[src/rtl/cluster_monitor_pkg.sv]
// -----------------------------------------------------------------------------
// cluster_monitor_pkg
// Shared definitions for the cluster rate monitor:
//   - CNT_W          width of the per-cycle cluster count
//   - DEF_*          default window / accumulator widths
//   - mon_state_e    monitor FSM state encoding (IDLE=0, ARM=1, RUN=2)
// -----------------------------------------------------------------------------
package cluster_monitor_pkg;

  localparam int CNT_W           = 11;
  localparam int DEF_WINDOW_LOG2 = 12;
  localparam int DEF_SUM_W       = 24;
  localparam int DEF_OVF_W       = 16;

  typedef enum logic [1:0] {
    IDLE = 2'd0,
    ARM  = 2'd1,
    RUN  = 2'd2
  } mon_state_e;

endpackage

[src/rtl/sat_accum.sv]
// -----------------------------------------------------------------------------
// sat_accum
// Load-or-add accumulator with saturation and a sticky saturation flag.
//   clock4x  clock
//   reset    synchronous active-high reset
//   clear    synchronous clear (same effect as reset)
//   en       accumulate this cycle
//   load     first sample of a window: replace instead of add
//   din      unsigned input, zero-extended to the accumulator width
//   acc_o    accumulator value, saturates at 2^W-1
//   sat_o    set on any saturation since the last load
// -----------------------------------------------------------------------------
module sat_accum #(
  parameter int W     = 16,
  parameter int DIN_W = 11
) (
  input  logic             clock4x,
  input  logic             reset,
  input  logic             clear,
  input  logic             en,
  input  logic             load,
  input  logic [DIN_W-1:0] din,
  output logic [W-1:0]     acc_o,
  output logic             sat_o
);

  // One spare bit above the wider operand, so the carry (or an input that is
  // already wider than the accumulator) is visible to the compare.
  localparam int EW = ((W > DIN_W) ? W : DIN_W) + 1;
  localparam logic [EW-1:0] MAX_EXT = {{(EW-W){1'b0}}, {W{1'b1}}};

  logic [EW-1:0] base;
  logic [EW-1:0] sum_ext;
  logic          over;

  always_comb begin
    base    = load ? '0 : EW'(acc_o);
    sum_ext = base + EW'(din);
    over    = (sum_ext > MAX_EXT);
  end

  // NOTE: clocked state uses non-blocking assignments so every register
  // samples the pre-edge values regardless of statement order.
  always_ff @(posedge clock4x) begin
    if (reset || clear) begin
      acc_o <= '0;
      sat_o <= 1'b0;
    end else if (en) begin
      acc_o <= over ? '1 : sum_ext[W-1:0];
      sat_o <= over | (sat_o & ~load);
    end
  end

endmodule

[src/rtl/cluster_rate_monitor.sv]
// -----------------------------------------------------------------------------
// cluster_rate_monitor
// Windowed occupancy monitor downstream of the cluster counter. Accumulates
// cluster counts and overflow cycles over 2^WINDOW_LOG2 samples aligned to
// bx0 and publishes the results with a one-cycle done pulse.
// Build option: define CLUSTER_PEAK_EN to build the window peak register;
// otherwise peak_o is tied to 0.
//   clock4x        clock (4x LHC)
//   reset          synchronous active-high reset
//   enable_i       monitor runs while high
//   bx0_i          orbit marker, tags the sample of the same cycle
//   cnt_i          cluster count of the current cycle
//   overflow_i     overflow flag of the current cycle
//   sum_o          sum of cnt over the last completed window (saturating)
//   ovf_cnt_o      overflow-cycle tally of the last window (saturating)
//   peak_o         maximum cnt of the last window (CLUSTER_PEAK_EN only)
//   sat_o          a saturation happened in the last window
//   window_done_o  one-cycle pulse when the outputs update
//   state_o        FSM state, debug only
// -----------------------------------------------------------------------------
module cluster_rate_monitor
  import cluster_monitor_pkg::*;
#(
  parameter int WINDOW_LOG2 = DEF_WINDOW_LOG2,
  parameter int SUM_W       = DEF_SUM_W,
  parameter int OVF_W       = DEF_OVF_W
) (
  input  logic             clock4x,
  input  logic             reset,
  input  logic             enable_i,
  input  logic             bx0_i,
  input  logic [CNT_W-1:0] cnt_i,
  input  logic             overflow_i,
  output logic [SUM_W-1:0] sum_o,
  output logic [OVF_W-1:0] ovf_cnt_o,
  output logic [CNT_W-1:0] peak_o,
  output logic             sat_o,
  output logic             window_done_o,
  output logic [1:0]       state_o
);

  // Stage A: every downstream decision uses these registered copies.
  logic [CNT_W-1:0] cnt_a;
  logic             ovf_a;
  logic             bx0_a;

  always_ff @(posedge clock4x) begin
    if (reset) begin
      cnt_a <= '0;
      ovf_a <= 1'b0;
      bx0_a <= 1'b0;
    end else begin
      cnt_a <= cnt_i;
      ovf_a <= overflow_i;
      bx0_a <= bx0_i;
    end
  end

  mon_state_e             state_q, state_d;
  logic                   arm_held_q;   // FSM was already in ARM last cycle
  logic [WINDOW_LOG2-1:0] idx_q;        // sample index inside the window
  logic                   acc_en;
  logic                   acc_clear;
  logic                   sample0;
  logic                   last;
  logic                   publish_q;

  // State register
  always_ff @(posedge clock4x) begin
    if (reset) begin
      state_q    <= IDLE;
      arm_held_q <= 1'b0;
    end else begin
      state_q    <= state_d;
      arm_held_q <= (state_q == ARM);
    end
  end

  // Next state. A bx0 that arrives together with the entry into ARM is
  // ignored: alignment only counts once ARM has been held for a cycle.
  always_comb begin
    state_d = state_q;
    if (!enable_i) begin
      state_d = IDLE;
    end else begin
      case (state_q)
        IDLE:    state_d = ARM;
        ARM:     if (bx0_a && arm_held_q) state_d = RUN;
        RUN:     state_d = RUN;
        default: state_d = IDLE;
      endcase
    end
  end

  // FSM outputs
  // NOTE: each signal written here gets a default first, so no path through
  // the case leaves it unassigned and no latch is inferred.
  always_comb begin
    acc_en    = 1'b0;
    acc_clear = 1'b0;
    case (state_q)
      IDLE:    acc_clear = 1'b1;
      ARM:     acc_en    = enable_i && bx0_a && arm_held_q;
      RUN:     acc_en    = enable_i;
      default: acc_clear = 1'b1;
    endcase
  end

  assign state_o = state_q;

  // The index is held at 0 in IDLE/ARM, so the aligning sample is sample 0.
  assign sample0 = (idx_q == '0);
  assign last    = &idx_q;

  always_ff @(posedge clock4x) begin
    if (reset || acc_clear) begin
      idx_q <= '0;
    end else if (acc_en) begin
      idx_q <= idx_q + WINDOW_LOG2'(1);
    end
  end

  logic [SUM_W-1:0] sum_acc;
  logic [OVF_W-1:0] ovf_acc;
  logic             sum_sat;
  logic             ovf_sat;

  sat_accum #(.W(SUM_W), .DIN_W(CNT_W)) u_sum (
    .clock4x (clock4x),
    .reset   (reset),
    .clear   (acc_clear),
    .en      (acc_en),
    .load    (sample0),
    .din     (cnt_a),
    .acc_o   (sum_acc),
    .sat_o   (sum_sat)
  );

  sat_accum #(.W(OVF_W), .DIN_W(1)) u_ovf (
    .clock4x (clock4x),
    .reset   (reset),
    .clear   (acc_clear),
    .en      (acc_en),
    .load    (sample0),
    .din     (ovf_a),
    .acc_o   (ovf_acc),
    .sat_o   (ovf_sat)
  );

  // The last sample lands in the accumulators one edge before the copy, so
  // the copy reads complete values while sample 0 of the next window loads.
  always_ff @(posedge clock4x) begin
    if (reset) begin
      publish_q     <= 1'b0;
      window_done_o <= 1'b0;
      sum_o         <= '0;
      ovf_cnt_o     <= '0;
      sat_o         <= 1'b0;
    end else begin
      publish_q     <= acc_en && last;
      window_done_o <= publish_q;
      if (publish_q) begin
        sum_o     <= sum_acc;
        ovf_cnt_o <= ovf_acc;
        sat_o     <= sum_sat | ovf_sat;
      end
    end
  end

`ifdef CLUSTER_PEAK_EN
  logic [CNT_W-1:0] peak_q;

  always_ff @(posedge clock4x) begin
    if (reset || acc_clear) begin
      peak_q <= '0;
    end else if (acc_en && (sample0 || (cnt_a > peak_q))) begin
      peak_q <= cnt_a;
    end
  end

  always_ff @(posedge clock4x) begin
    if (reset) begin
      peak_o <= '0;
    end else if (publish_q) begin
      peak_o <= peak_q;
    end
  end
`else
  assign peak_o = '0;
`endif

endmodule

[config.mk]
export PLATFORM = sky130hd
export DESIGN_NAME = cluster_rate_monitor
export DESIGN_NICKNAME = d
export VERILOG_FILES = /design/src/rtl/cluster_monitor_pkg.sv /design/src/rtl/sat_accum.sv /design/src/rtl/cluster_rate_monitor.sv
export SDC_FILE = /design/constraint.sdc
export NUM_CORES = 1
export LEC_CHECK = 0
export CAP_MARGIN = 0
export CELL_PAD_IN_SITES_DETAIL_PLACEMENT = 0
export CELL_PAD_IN_SITES_GLOBAL_PLACEMENT = 1
export CORE_MARGIN = 2
export CORE_UTILIZATION = 40
export CTS_CLUSTER_SIZE = 10
export DETAILED_ROUTE_END_ITERATION = 12
export MAX_ROUTING_LAYER = met4
export PLACE_DENSITY = 0.77
export SYNTH_ARGS = -nofsm -noshare
export SYNTH_HDL_FRONTEND = slang
export SYNTH_HIERARCHICAL = 1
export SYNTH_SLANG_ARGS = --single-unit
[constraint.sdc]
create_clock -name clock4x -period 5.45 [get_ports clock4x]
set_input_delay 0.545 -clock clock4x [delete_from_list [all_inputs] [get_ports clock4x]]
set_output_delay 0.545 -clock clock4x [all_outputs]
set_load 0.1 [all_outputs]
Figure 1. Close-up of the layout.
Bar = 5 µm. Region (51, 76) to (71, 96) µm. Cells in grey, sequential cells in the stronger grey; small squares are vias.
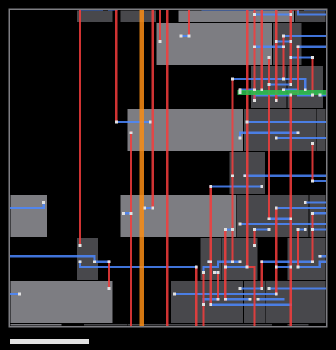
[met2] red
[met3] green
[met4] orange
[met1] blue
cells with their middle in the window: 17
netlist names of flops here include: `cnt_a` (3), `u_ovf/sat_o` (1)
most frequent: dfxtp_1 (4), ha_1 (3)
sequential cells in the window: 4

Figure 2. Gate-type map.
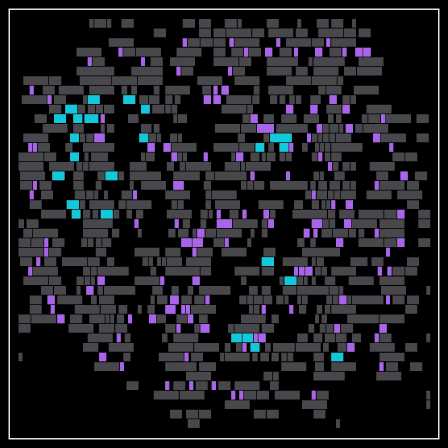
[AND-OR and OR-AND gates] cyan | cells: 24 | most used: a32o_1
[NOR gates] purple | cells: 126 | most used: nor2_1 | where: all over the die
fraction of area in multi-input gates: 44.7%
most frequent logic cell in the layout: dfxtp_1
Post-Layout Cell Count: 862

Figure 3. I/O pins on the die edge.
Bar = 20 µm. Pins as bars across the die edge, other pins in grey.
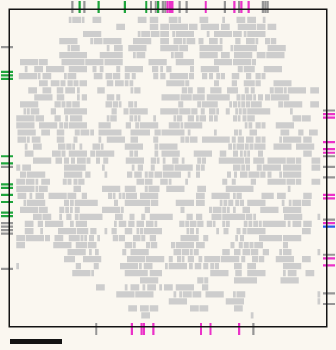
[`ovf_cnt_o`] green | pins: 16 | direction: output | edge: 11 left, 5 top
[`window_done_o`] blue | pins: 1 | direction: output | edge: right
[`sum_o`] magenta | pins: 24 | direction: output | edge: 10 right, 7 top, 7 bottom
IO Port Bufs: 59
die width: 122 µm

Figure 4. Wiring heat map.
24 x 24 tiles, from white (low) to dark blue (high), scaled to the fullest tile. Values are wire area over tile area, all layers added.
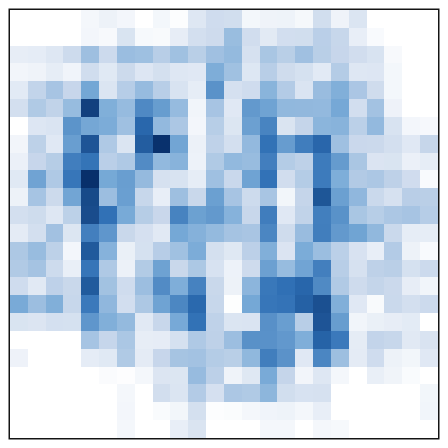
tiles over half the peak: 16%
emptiest ninth of the die: bottom left
fullest tile: 0.50

Figure 5. The clock network.
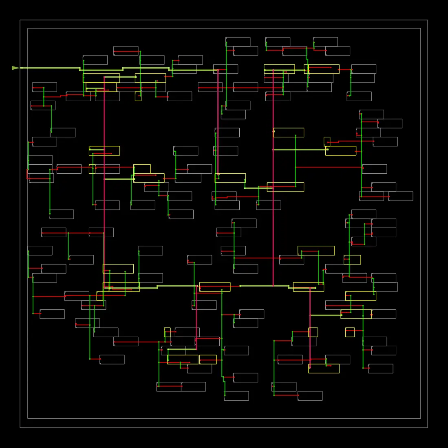
# clock sinks: 113
clk_skew: 10.3 ps
clk latency late pin: 420 ps

==> Changelog: implementation <==
### Metrics

- Status: finished clean
- Reg-to-reg endpoint: u_sum/acc_o[19]$_SDFFE_PP0P_
- Vias in the first global route: 4580
- Clock-pin slew of the registers on the worst-case setup and hold paths: about 50 ps
- Fraction of layout cells with a size suffix above 1: between 8 and 9%
- CP required: 5800 ps
- Utilization after layout: approximately half
- Post-CTS sizing: 0
- CP max stage delay: ~700 ps
- Detailed Route WL: 12800 µm
- Synth Flop Type: dfxtp_1
- Worst reg2reg path depth: 15
- Setup crit end kind: flop
- Met3 Use GR: approximately 4.4%
- Routed WL per cell: 14.8 µm
- Register share after synthesis: 40.5%
- Via count: 4610
- Design Power: 2060 µW
- Core ar.: about 14000 µm²
- First-pass GRT wire length: 21700 µm
- Fin worst setup slack: around 1300 ps
- Syn Inst Count: 620
- Total GRT Usage: 18.9%
- Syn-to-layout area delta: 22.4%
- Hpwl dp: 8390 µm
- Setup violators final: 0
- Hold Path Stages: 2
- Crit-path max FO: 17
- Largest net degree at the start of global routing: 64
- Place WS: 1400 ps
- Setup_tns: 0 ps
- Cell Area, Synth: around 5600 µm²
- R2R Path Start: idx_q[0]$_SDFFE_PP0P_
- Chip area: around 15000 µm²
- Global Route met2 Usage: 31.1%
- Cell Chain, Critical Path: inv_1 -> ha_1 -> nor4b_1 -> nand2_1 -> nor4_2 -> buf_4 -> nor2b_1 -> ha_1 -> nand2_1 -> o21ai_0 -> a2111oi_4 -> nor3_1 -> nand2b_1 -> a21boi_0 -> a21oi_1
- Routability congestion estimate: 0.834
- DR WL met3: 470 µm
## Yosys cell counts, types with 6 or more instances
cell,n,share of area [%]
dfxtp_1,113,41
nor2_1,73,4.9
mux2i_1,42,7.5
o21ai_0,40,3.6
a21oi_1,32,2.9
nand2_1,31,2.1
nor2b_1,28,3.1
clkbuf_1,21,1.4
ha_1,18,4.0
nand3_1,18,1.6
a31oi_1,15,1.7
inv_1,14,0.94
buf_4,13,1.7
nand4_1,9,1.0
or3_1,9,1.0
xnor2_1,9,1.4
a32o_1,8,1.4
nor3_1,8,0.72
a21o_1,7,0.94
nor4_1,7,0.78
xor2_1,7,1.1
buf_2,6,0.54
nand2b_1,6,0.67
nor4b_1,6,0.94
## layout make-up
cell class,count,area [µm²]
Clock inverter,11,135
Tap cell,180,225
Sequential cell,113,2260
Fill cell,1331,6940
Multi-Input combinational cell,457,3060
Clock buffer,21,470
Timing Repair Buffer,64,623
Inverter,16,60.1
## worst max-delay path, delay by kind of cell (launching register included)
kind            cells  cell delay [ps]
compound gates      4              790
fa+ha+maj           2              510
buf+inv             2              420
flops               1              340
simple gates        7             2030
## registers in the layout, indices dropped and copies added, names as in the netlist, 2 cells and up
name,count
cnt_a,11
sum_o,24
idx_q,12
u_sum/acc_o,24
state_o,2
u_ovf/acc_o,16
ovf_cnt_o,16
## power breakdown
part           switching (µW)  internal, µW
Combinational            76.2          25.4
Sequential               3.43           834
Clock                     372           748
Total                     451          1610
## cell families (layout without fill, tap and decap cells)
family	after synthesis	in the layout	synth area share [%]
simple gates	227	227	22.6
mux	42	42	7.53
other cells	1	11	0.0672
buf+inv	60	112	5.58
xor+xnor	16	16	2.51
compound gates	142	142	16.8
fa+ha+maj	19	19	4.39
flops	113	113	40.5
Power and IR drop assume default switching activity.
